==> src/rtl/ifft4_pkg.sv <==
// rtl/ifft4_pkg.sv - shared types, Q16.16 constants and complex-word helpers for the 4-point inverse DFT
package ifft4_pkg;

   localparam int DW   = 32;
   localparam int FRAC = 16;

   localparam logic [DW-1:0] ONE     = 32'h00010000;
   localparam logic [DW-1:0] NEG_ONE = 32'hFFFF0000;

   typedef enum logic [1:0] {LOAD, CALC1, CALC2, EMIT} state_t;

   function automatic logic [2*DW-1:0] cpack(input logic [DW-1:0] re, input logic [DW-1:0] im);
      return {re, im};
   endfunction

   function automatic logic [DW-1:0] cre(input logic [2*DW-1:0] w);
      return w[2*DW-1:DW];
   endfunction

   function automatic logic [DW-1:0] cim(input logic [2*DW-1:0] w);
      return w[DW-1:0];
   endfunction

endpackage

==> src/rtl/ifft4_bfly.sv <==
// rtl/ifft4_bfly.sv - combinational radix-2 butterfly; rot_j multiplies the difference leg by +j
module ifft4_bfly #(
   parameter int W = 34
) (
   input  logic                rot_j,
   input  logic signed [W-1:0] a_re,
   input  logic signed [W-1:0] a_im,
   input  logic signed [W-1:0] b_re,
   input  logic signed [W-1:0] b_im,
   output logic signed [W-1:0] s_re,
   output logic signed [W-1:0] s_im,
   output logic signed [W-1:0] d_re,
   output logic signed [W-1:0] d_im
);

   logic signed [W-1:0] dr;
   logic signed [W-1:0] di;

   assign s_re = a_re + b_re;
   assign s_im = a_im + b_im;
   assign dr   = a_re - b_re;
   assign di   = a_im - b_im;

   // j*(r,i) = (-i, r)
   assign d_re = rot_j ? -di : dr;
   assign d_im = rot_j ? dr  : di;

endmodule

==> src/rtl/ifft4_stream.sv <==
// rtl/ifft4_stream.sv - streaming 4-point inverse DFT; define IFFT4_SCALE_EN for 1/4 output scaling
module ifft4_stream import ifft4_pkg::*; #(
   parameter int DW = 32
) (
   input  logic            clk,
   input  logic            rst,
   input  logic            in_valid,
   output logic            in_ready,
   input  logic [2*DW-1:0] in_data,
   output logic            out_valid,
   input  logic            out_ready,
   output logic [2*DW-1:0] out_data,
   output logic [1:0]      out_idx,
   output logic            busy
);

   localparam int W = DW + 2;

   state_t     state;
   logic [1:0] cnt;
   logic [1:0] nxt;

   logic signed [W-1:0] xr [4];
   logic signed [W-1:0] xi [4];
   logic signed [W-1:0] yr [4];
   logic signed [W-1:0] yi [4];
   logic signed [W-1:0] a0r, a0i, a1r, a1i, b0r, b0i, b1r, b1i;

   logic signed [W-1:0] p_a0r, p_a0i, p_a1r, p_a1i, p_b0r, p_b0i, p_b1r, p_b1i;
   logic signed [W-1:0] q_x0r, q_x0i, q_x1r, q_x1i, q_x2r, q_x2i, q_x3r, q_x3i;

   function automatic logic signed [W-1:0] sext(input logic [DW-1:0] c);
      return {{2{c[DW-1]}}, c};
   endfunction

   function automatic logic [DW-1:0] narrow(input logic signed [W-1:0] v);
`ifdef IFFT4_SCALE_EN
      return DW'(v >>> 2);
`else
      return DW'(v);
`endif
   endfunction

   assign nxt = cnt + 2'd1;

   ifft4_bfly #(.W(W)) u_s1_even (
      .rot_j(1'b0), .a_re(xr[0]), .a_im(xi[0]), .b_re(xr[2]), .b_im(xi[2]),
      .s_re(p_a0r), .s_im(p_a0i), .d_re(p_b0r), .d_im(p_b0i)
   );

   ifft4_bfly #(.W(W)) u_s1_odd (
      .rot_j(1'b1), .a_re(xr[1]), .a_im(xi[1]), .b_re(xr[3]), .b_im(xi[3]),
      .s_re(p_a1r), .s_im(p_a1i), .d_re(p_b1r), .d_im(p_b1i)
   );

   ifft4_bfly #(.W(W)) u_s2_sum (
      .rot_j(1'b0), .a_re(a0r), .a_im(a0i), .b_re(a1r), .b_im(a1i),
      .s_re(q_x0r), .s_im(q_x0i), .d_re(q_x2r), .d_im(q_x2i)
   );

   ifft4_bfly #(.W(W)) u_s2_dif (
      .rot_j(1'b0), .a_re(b0r), .a_im(b0i), .b_re(b1r), .b_im(b1i),
      .s_re(q_x1r), .s_im(q_x1i), .d_re(q_x3r), .d_im(q_x3i)
   );

   always_ff @(posedge clk) begin
      if (!rst) begin
         state     <= LOAD;
         cnt       <= 2'd0;
         in_ready  <= 1'b1;
         out_valid <= 1'b0;
         out_data  <= '0;
         out_idx   <= 2'd0;
         busy      <= 1'b0;
         for (int k = 0; k < 4; k++) begin
            xr[k] <= '0;
            xi[k] <= '0;
            yr[k] <= '0;
            yi[k] <= '0;
         end
         a0r <= '0; a0i <= '0; a1r <= '0; a1i <= '0;
         b0r <= '0; b0i <= '0; b1r <= '0; b1i <= '0;
      end else begin
         case (state)
            LOAD: begin
               // in_ready is 1 throughout LOAD, so in_valid alone qualifies a transfer
               if (in_valid) begin
                  xr[cnt] <= sext(in_data[2*DW-1:DW]);
                  xi[cnt] <= sext(in_data[DW-1:0]);
                  cnt     <= nxt;
                  busy    <= 1'b1;
                  if (cnt == 2'd3) begin
                     state    <= CALC1;
                     in_ready <= 1'b0;
                  end
               end
            end
            CALC1: begin
               a0r <= p_a0r; a0i <= p_a0i; a1r <= p_a1r; a1i <= p_a1i;
               b0r <= p_b0r; b0i <= p_b0i; b1r <= p_b1r; b1i <= p_b1i;
               state <= CALC2;
            end
            CALC2: begin
               yr[0] <= q_x0r; yi[0] <= q_x0i;
               yr[1] <= q_x1r; yi[1] <= q_x1i;
               yr[2] <= q_x2r; yi[2] <= q_x2i;
               yr[3] <= q_x3r; yi[3] <= q_x3i;
               out_data  <= cpack(narrow(q_x0r), narrow(q_x0i));
               out_idx   <= 2'd0;
               out_valid <= 1'b1;
               cnt       <= 2'd0;
               state     <= EMIT;
            end
            EMIT: begin
               if (out_ready) begin
                  if (cnt == 2'd3) begin
                     state     <= LOAD;
                     cnt       <= 2'd0;
                     out_valid <= 1'b0;
                     in_ready  <= 1'b1;
                     busy      <= 1'b0;
                  end else begin
                     cnt      <= nxt;
                     out_idx  <= nxt;
                     out_data <= cpack(narrow(yr[nxt]), narrow(yi[nxt]));
                  end
               end
            end
            default: state <= LOAD;
         endcase
      end
   end

endmodule

==> config.mk <==
export PLATFORM = sky130hd
export DESIGN_NAME = ifft4_stream
export DESIGN_NICKNAME = d
export VERILOG_FILES = /design/src/rtl/ifft4_pkg.sv /design/src/rtl/ifft4_bfly.sv /design/src/rtl/ifft4_stream.sv
export SDC_FILE = /design/constraint.sdc
export NUM_CORES = 2
export LEC_CHECK = 0
export CORE_AREA = 5 5 333 465
export DETAILED_ROUTE_END_ITERATION = 12
export DIE_AREA = 0 0 338 470
export PLACE_DENSITY_LB_ADDON = 0.1
export SYNTH_ARGS = -nofsm -noshare
export SYNTH_HDL_FRONTEND = slang
export SYNTH_HIERARCHICAL = 1
export SYNTH_SLANG_ARGS = --single-unit
==> constraint.sdc <==
create_clock -name clk -period 8.9 [get_ports clk]
set_clock_uncertainty 0.1 [all_clocks]
set_input_delay 1.335 -clock clk [delete_from_list [all_inputs] [get_ports clk]]
set_output_delay 1.335 -clock clk [all_outputs]
set_load 0.01 [all_outputs]
==> images/final_congestion.png <==
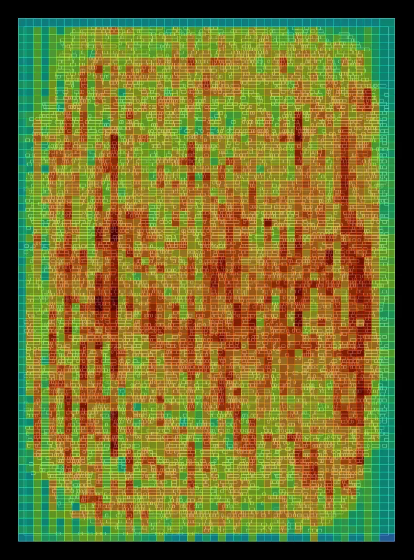
Tot GR Track Use: 28.6%
met1 GRT Util: 36.7%
GR Util met2: 47.4%
M3 GR Usage: 2.24%

==> images/met2.png <==
(1 px per micron)
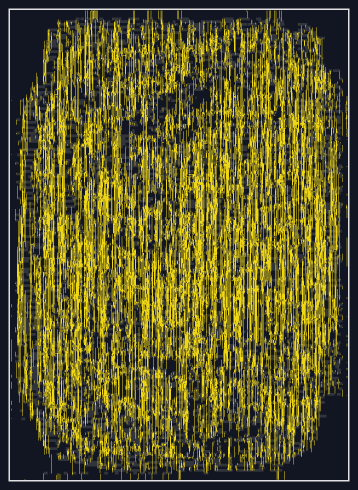
The longest straight run is 221 microns. The layer carries 110 mm of wire. The wires run mostly vertical.
total number of vias: 53077
routed wire length: 235000 microns

==> run notes <==
run results: Internal 12.6 mW, WL met2 110000 microns, end of the worst hold path out_idx[1]$_SDFFE_PN0P_, final setup margin 4.00 ns, Inserted Diodes 2, Worst Setup EP a1i[31]$_SDFFE_PN0N_, FMAX 204 MHz, Pwr top combinational logic, final setup vio count 0, Signal inverters 520, Area Growth Syn to Fin 8.83%, synth warn 6, first-pass iteration count of the detailed router 8, Relative slew margins 8.33%, CTS Hold Bufs 0, Final Non-Filler Cells 9170, # rows 168, Mapped Area 0.0644 sq mm, Arrival @ worst endpoint 5.38 ns, Top class by area combinational gates, top sig layer met5, Comb area share 55.3%, WHS 0.354 ns, share of cells above drive strength 1 5.63%, Clock-cell share 4.41%, most instantiated logic cells after routing 799 x nor2_1, 513 x inv_1, 513 x ha_1, 512 x edfxtp_1, 453 x a21oi_1, Power Combinational 16.3 mW, clk_buf instances 119, chip area 0.159 sq mm, Hold Vio Cnt, Final 0, Residual DRC 0, Starting DRT DRC Count 4404, post-layout period usage 55.1%, sequential cell area share 31.3%, most numerous logic cell after layout nor2_1, post-layout util 46.9%, IO Port Bufs 136, tap cells 1955, gpl congestion 0.947, worst-case vdd ir drop 0.000226 V, nets 7731, Register Area 0.0220 sq mm, largest net degree at the start of global routing 149, Reg clk slew, reported paths 0.06 ns, GRT busiest layer met2, Clk power 3.99 mW, final global-route overflow total 0, vias per cell 5.79, worst hold stages 2, IO Pins 137, Cells after Synth 7266, Clock power frac 15.5%, fillers 14642, Post-CTS Resized 0, Min-Delay Path Class reg2reg, detailed-route wire length per cell 25.6 microns, antenna-violating nets left 0, CP Launch Type flop, Seq. pwr 5.39 mW, combinational cell fraction of total power 63.5%, FP Core Util 43.1%, Worst-Margin Slew 1.37 ns, Seq pwr share 21.0%, CP Class reg2reg, Worst R2R Setup Slack 4.00 ns, CTS tree done, unrepaired setup endpoints after global routing false, Hold Crit Start out_idx[1]$_SDFFE_PN0P_, OpenROAD warning count 296, setup TNS 0 ns, CTS buffer count 93, crit path DRT 9.38 ns, WL met3 9720 microns, Root Driver clkbuf_16, initial antenna violation count 2, number of global-route vias before repair 50585, core area 0.150 sq mm, routed metal-1 wirelength 99500 microns, Pins Over Slew Limit 0, die width 338 microns, syn_area_per_cell 8.87 sq um, final total power 25.7 mW, pre-CTS WS 4.13 ns, Max Root-Sink Buffers 3, clock sinks 841, Chip Height 470 microns, Data buffer area share 2.65%, registers 841, Sw Pwr 13.1 mW, first-pass GRT wire length 340000 microns, r2r startpoint xi[3][1]$_DFFE_PP_, Pwr Density 367 mW/mm^2, CP Launch Point xi[3][1]$_DFFE_PP_, nonclk buf count 198, sw frac 50.9%, postcts setup bufs 0, status finished clean, H-tree depth 3, Logic Gate Count 5478, Reg-to-Reg End a1i[31]$_SDFFE_PN0N_, cells on worst reg2reg path 14, Detail Placement HPWL 185000 microns, placed cell areas 0.0670 sq mm, fin area 0.0701 sq mm, Final min period 4.90 ns
==> critical path: stages, from the launching register on <==
cell	delay (ns)
edfxtp_1	0.43
inv_1	0.13
ha_1	0.25
nand2b_1	0.15
a21oi_1	0.19
o311ai_0	0.30
a2111oi_0	0.96
a211oi_1	0.39
or3_1	0.49
a31oi_1	0.45
a211oi_1	0.14
or3_1	0.41
xor2_1	0.15
mux2i_1	0.13
nor2_1	0.07
==> flip-flops by register name, summed over array words and instances (netlist names), 32 cells and up <==
register / cells
xi: 128
xr: 128
yi: 128
yr: 128
out_data: 64
a0i: 32
a0r: 32
a1i: 32
a1r: 32
b0i: 32
b0r: 32
b1i: 32
b1r: 32
Power is estimated from default activity; no workload was simulated.
